### config.mk
export PLATFORM = sky130hd
export DESIGN_NAME = xif_mac_coproc
export DESIGN_NICKNAME = d
export VERILOG_FILES = /design/src/rtl/xif_mac_coproc.sv
export SDC_FILE = /design/constraint.sdc
export NUM_CORES = 1
export LEC_CHECK = 0
export CAP_MARGIN = 20
export CORE_AREA = 2 2 149 151
export DETAILED_ROUTE_END_ITERATION = 16
export DIE_AREA = 0 0 151 153
export DONT_BUFFER_PORTS = 1
export GPL_TIMING_DRIVEN = 1
export PLACE_DENSITY = 0.68
export SYNTH_ARGS = -nofsm -noshare
export SYNTH_HDL_FRONTEND = slang
export SYNTH_SLANG_ARGS = --single-unit
### constraint.sdc
create_clock -name clk_i -period 4.5 [get_ports clk_i]
set_input_delay 1.125 -clock clk_i [delete_from_list [all_inputs] [get_ports clk_i]]
set_output_delay 1.125 -clock clk_i [all_outputs]
set_load 0.005 [all_outputs]
### src/rtl/xif_mac_coproc.sv
// xif_mac_coproc: multiply-accumulate coprocessor on the CORE-V-XIF issue/commit/result channels.
// Accepts custom-0 MAC/CLR/RD, waits for commit, updates a 32-bit accumulator, writes rd back.
// Build option: define XIF_MAC_FAST_EN for a single-cycle 32x32 multiplier; otherwise an
// iterative shift-add multiplier handles MAC over 32 EXEC cycles with identical results.
module xif_mac_coproc #(
  parameter int X_ID_WIDTH = 4
) (
  input  logic                  clk_i,
  input  logic                  rst_ni,
  input  logic                  issue_valid_i,
  output logic                  issue_ready_o,
  input  logic [31:0]           issue_instr_i,
  input  logic [X_ID_WIDTH-1:0] issue_id_i,
  input  logic [1:0][31:0]      issue_rs_i,
  input  logic [1:0]            issue_rs_valid_i,
  output logic                  issue_accept_o,
  output logic                  issue_writeback_o,
  input  logic                  commit_valid_i,
  input  logic [X_ID_WIDTH-1:0] commit_id_i,
  input  logic                  commit_kill_i,
  output logic                  result_valid_o,
  input  logic                  result_ready_i,
  output logic [X_ID_WIDTH-1:0] result_id_o,
  output logic [31:0]           result_data_o,
  output logic [4:0]            result_rd_o,
  output logic                  result_we_o
);

  typedef enum logic [1:0] {IDLE, WAIT_COMMIT, EXEC, RESULT} state_t;

  localparam logic [1:0] OP_MAC = 2'b00;
  localparam logic [1:0] OP_CLR = 2'b01;

  state_t                state;
  state_t                state_next;
  logic [X_ID_WIDTH-1:0] id_q;
  logic [4:0]            rd_q;
  logic [1:0]            op_q;
  logic [31:0]           rs1_q;
  logic [31:0]           rs2_q;
  logic [31:0]           acc;
  logic [31:0]           res;
  logic [31:0]           mac_sum;
  logic                  match;
  logic                  handshake;
  logic                  exec_last;
  logic                  unused_instr;

  // Register-address fields of the instruction are irrelevant: operands arrive as values.
  assign unused_instr = ^issue_instr_i[24:15];

  assign match = (issue_instr_i[6:0] == 7'b0001011) && (issue_instr_i[31:25] == 7'd0) &&
                 ((issue_instr_i[14:12] == 3'b000) || (issue_instr_i[14:12] == 3'b001) ||
                  (issue_instr_i[14:12] == 3'b010));

  // Accept/writeback depend only on the instruction word, forced low while reset is held.
  assign issue_accept_o    = rst_ni && match;
  assign issue_writeback_o = rst_ni && match;
  assign handshake         = issue_valid_i && issue_ready_o && match;

  assign result_id_o   = id_q;
  assign result_rd_o   = rd_q;
  assign result_data_o = res;

`ifdef XIF_MAC_FAST_EN
  assign mac_sum   = acc + rs1_q * rs2_q;
  assign exec_last = 1'b1;
`else
  logic [4:0]  cnt;
  logic [31:0] prod;
  logic [31:0] prod_next;

  assign prod_next = prod + (rs2_q[0] ? rs1_q : 32'd0);
  assign mac_sum   = acc + prod_next;
  assign exec_last = (op_q != OP_MAC) || (cnt == 5'd31);

  // Shift-add multiplier: one multiplier bit per EXEC cycle, partial product restarts per issue.
  always_ff @(posedge clk_i or negedge rst_ni) begin
    if (!rst_ni) begin
      cnt  <= 5'd0;
      prod <= 32'd0;
    end else if (handshake) begin
      cnt  <= 5'd0;
      prod <= 32'd0;
    end else if (state == EXEC && op_q == OP_MAC) begin
      cnt  <= cnt + 5'd1;
      prod <= prod_next;
    end
  end
`endif

  // State register.
  always_ff @(posedge clk_i or negedge rst_ni) begin
    if (!rst_ni) state <= IDLE;
    else         state <= state_next;
  end

  // Next-state logic; a commit in the issue cycle is matched against the incoming id.
  always_comb begin
    state_next = state;
    case (state)
      IDLE: begin
        if (handshake) begin
          if (commit_valid_i && commit_id_i == issue_id_i)
            state_next = commit_kill_i ? IDLE : EXEC;
          else
            state_next = WAIT_COMMIT;
        end
      end
      WAIT_COMMIT: begin
        if (commit_valid_i && commit_id_i == id_q)
          state_next = commit_kill_i ? IDLE : EXEC;
      end
      EXEC:    if (exec_last) state_next = RESULT;
      RESULT:  if (result_ready_i) state_next = IDLE;
      default: state_next = IDLE;
    endcase
  end

  // State-decoded outputs; a matching instruction waits in IDLE until both operands are valid.
  always_comb begin
    issue_ready_o  = 1'b0;
    result_valid_o = 1'b0;
    result_we_o    = 1'b0;
    if (rst_ni) begin
      case (state)
        IDLE:    issue_ready_o = !match || (issue_rs_valid_i == 2'b11);
        RESULT: begin
          result_valid_o = 1'b1;
          result_we_o    = 1'b1;
        end
        default: ;
      endcase
    end
  end

  // Operand capture at issue and accumulator/result update in the final EXEC cycle.
  always_ff @(posedge clk_i or negedge rst_ni) begin
    if (!rst_ni) begin
      id_q  <= '0;
      rd_q  <= 5'd0;
      op_q  <= 2'b00;
      rs1_q <= 32'd0;
      rs2_q <= 32'd0;
      acc   <= 32'd0;
      res   <= 32'd0;
    end else if (handshake) begin
      id_q  <= issue_id_i;
      rd_q  <= issue_instr_i[11:7];
      op_q  <= issue_instr_i[13:12];
      rs1_q <= issue_rs_i[0];
      rs2_q <= issue_rs_i[1];
    end else if (state == EXEC) begin
`ifndef XIF_MAC_FAST_EN
      if (op_q == OP_MAC) begin
        rs1_q <= rs1_q << 1;
        rs2_q <= rs2_q >> 1;
      end
`endif
      if (exec_last) begin
        if (op_q == OP_MAC) begin
          acc <= mac_sum;
          res <= mac_sum;
        end else if (op_q == OP_CLR) begin
          res <= acc;
          acc <= 32'd0;
        end else begin
          res <= acc;
        end
      end
    end
  end

endmodule

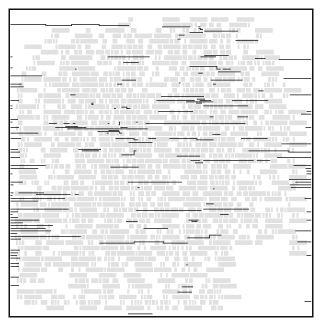
**Above:** M3 wires.
Drawn at 2 px/um. Cells faint in the background.
main direction = horizontal
longest straight run = 49.7 um
wire length on this layer = 1440 um
share of all routed wire = 4.8%
nets with wire on the layer = 135
total wire length: 30200 um
routed vias: 9656

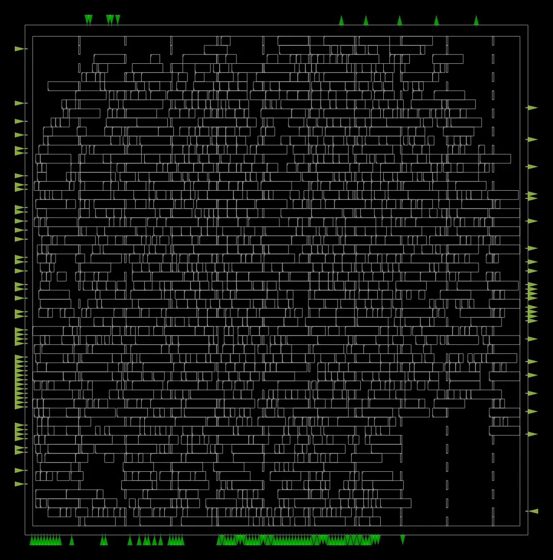
**Above:** placed standard cells.
core footprint: 21500 um2
seq_cells: 178

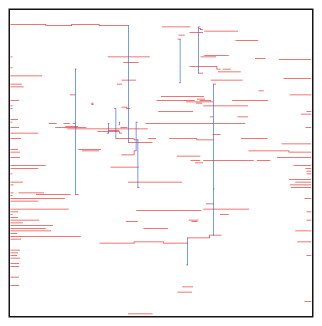
**Above:** wiring by layer.
Drawn at 2 px/um. Two of the layers only.
metal 4 -> blue  # wire length 313 um
metal 3 -> red  # wire length 1440 um
routed len/inst: 17.8 um
GRT Total Usage: 0.253

==> results.yml <==
# flow metrics
final_layout:
  drive_gt1_frac: 0.281
  buf_share: 0.119
  combGateArea_um2: 7020
  inverters_excl_clock: 19
  ff_latch_area_um2: 4460
  finalNonFillerCells: 1700
synthesis:
  topCellsByArea: "dfrtp_1 41%, nand2_1 9.5%, ha_1 7.7%"
  synth.largest_area_cell: "dfrtp_1"
  simple_gate_share: 0.189
  ys_warn_count: 0
  top_cell: "nand2_1"
  synthXorXnorAreaFrac: 0.0477
  ys_chip_area_um2: 10800
  synth.cell_area_um2: 10800
  async_reset_ff_frac: 1.00
  yosys.cell_types.count: 70
  syn_area_per_cell_um2: 8.77
worst_setup_path:
  rrSetupSlack_ns: -0.19
  critPathBufInv: 4
  worst-path-stages: 23
  crit_fanout: 10
  end_kind: "flop"
  cp-endpoint: "acc[31]$_DFFE_PN0P_"
  crit_family: "AND-OR/OR-AND gates"
  crit_chain: "buf_4, buf_8, and2_4, ha_4, nand3_2, buf_4, nand2_1, o21ai_2, nor4_2, a21oi_4, o21ai_2, a21boi_2, xnor2_2, ha_1, a21o_1, a31oi_2, nor2_2, a211o_1, o41ai_2, xor2_1, buf_4, a21oi_2, o22ai_2"
  crit_arrival_ns: 5.06
  crit_required_ns: 4.87
  r2r_cells: 23
  crit_start: "rs2_q[0]$_DFFE_PN0P_"
  cpMostUsedCell: "buf_4"
power_and_ir_drop:
  powerSeq_mw: 1.60
  top_power_group: "sequential cells"
  pwr-share-clk: 0.488
  clk-power_mw: 1.53
  power.leakage_nw: 7.01
  internal-power_mw: 2.36
cts:
  cts_root_buffer: "clkbuf_16"
  clock_sinks: 178
  cts_buffer_depth: 2
  cts-hold-fix-buffers: 0
  cts_setup_buffers: 19
  cts.htree.levels: 4
routing:
  drc: 0
  drtPass1Iterations: 5
  drt-vias-per-instance: 5.68
  antenna_left: 0
  drtIter0Drc: 638
status:
  status: "finished with violations"
  violations: "negative setup slack"
final_timing:
  finClkSkew_ns: 0.0136
  setup_slack_ns: -0.190
  finalClockPeriodUsage: 1.04
  worst_slew_pin_slew_ns: 1.08
  setup_violations: 22
  period_minus_slack_ns: 4.69
flow_run:
  maxCapViolCount: 0
  log.warning_count: 43
die:
  io_pins: 158
  die_x_um: 151
  die_area_um2: 23100
  floorplan.core_util: 0.504
global_route:
  grt_pass1_vias: 9233
  grt_pass1_wl_um: 47000
  antenna_found_initial: 0
  overflow: 0
placed_design:
  dp_cells: 1625
  dpl_cell_area_um2: 12300
  pre_cts_ws_ns: -0.566
==> cell usage in the layout (no fill, tap or decap), types with 5 or more instances in the layout <==
cell | Yosys | layout
a211oi_1 | 12 | 5
a211oi_2 | 2 | 8
a21o_1 | 33 | 32
a21oi_1 | 63 | 42
a21oi_2 | 0 | 18
a22o_1 | 15 | 15
a22oi_1 | 37 | 37
a31oi_1 | 15 | 12
and2_1 | 35 | 28
and2_4 | 0 | 7
and3_1 | 6 | 5
buf_4 | 2 | 200
buf_6 | 0 | 12
clkbuf_16 | 0 | 17
dfrtp_1 | 178 | 177
ha_1 | 67 | 43
ha_4 | 0 | 20
inv_1 | 19 | 17
inv_8 | 0 | 5
mux2_2 | 5 | 5
mux2i_1 | 27 | 26
nand2_1 | 274 | 270
nand2b_1 | 5 | 5
nand3_1 | 23 | 19
nand4_1 | 11 | 11
nor2_1 | 75 | 69
nor2_2 | 1 | 5
nor2b_1 | 8 | 5
nor3_1 | 21 | 19
o21a_1 | 8 | 8
o21ai_0 | 83 | 70
o21ai_1 | 15 | 15
o21ai_2 | 0 | 13
o21bai_1 | 7 | 5
o31ai_1 | 11 | 8
xnor2_1 | 28 | 18
xnor2_2 | 0 | 8
xor2_1 | 31 | 28
==> cells by family after synthesis <==
group                      Yosys count
AOI/OAI and AO/OA                  341
xor gates and xnor gates            59
adders and majority gates           69
buffers and inverters               81
DFF                                178
muxes                               33
and+or+nand+nor                    475
==> state kept, by name (all words and copies together), names as in the netlist, 4 cells and up <==
register	count
prod	32
acc	32
result_id_o	4
result_data_o	32
result_rd_o	5
cnt	5
rs1_q	32
rs2_q	32
==> routing by layer <==
layer  vias up  global-route usage  part of all wire
met5         -                   0                 0
met4         0              0.0521             0.010
met3        26              0.0352             0.048
met2       229               0.400              0.47
met1      4685               0.372              0.47
li1       4716                   -                 -
Power and IR drop assume default switching activity.
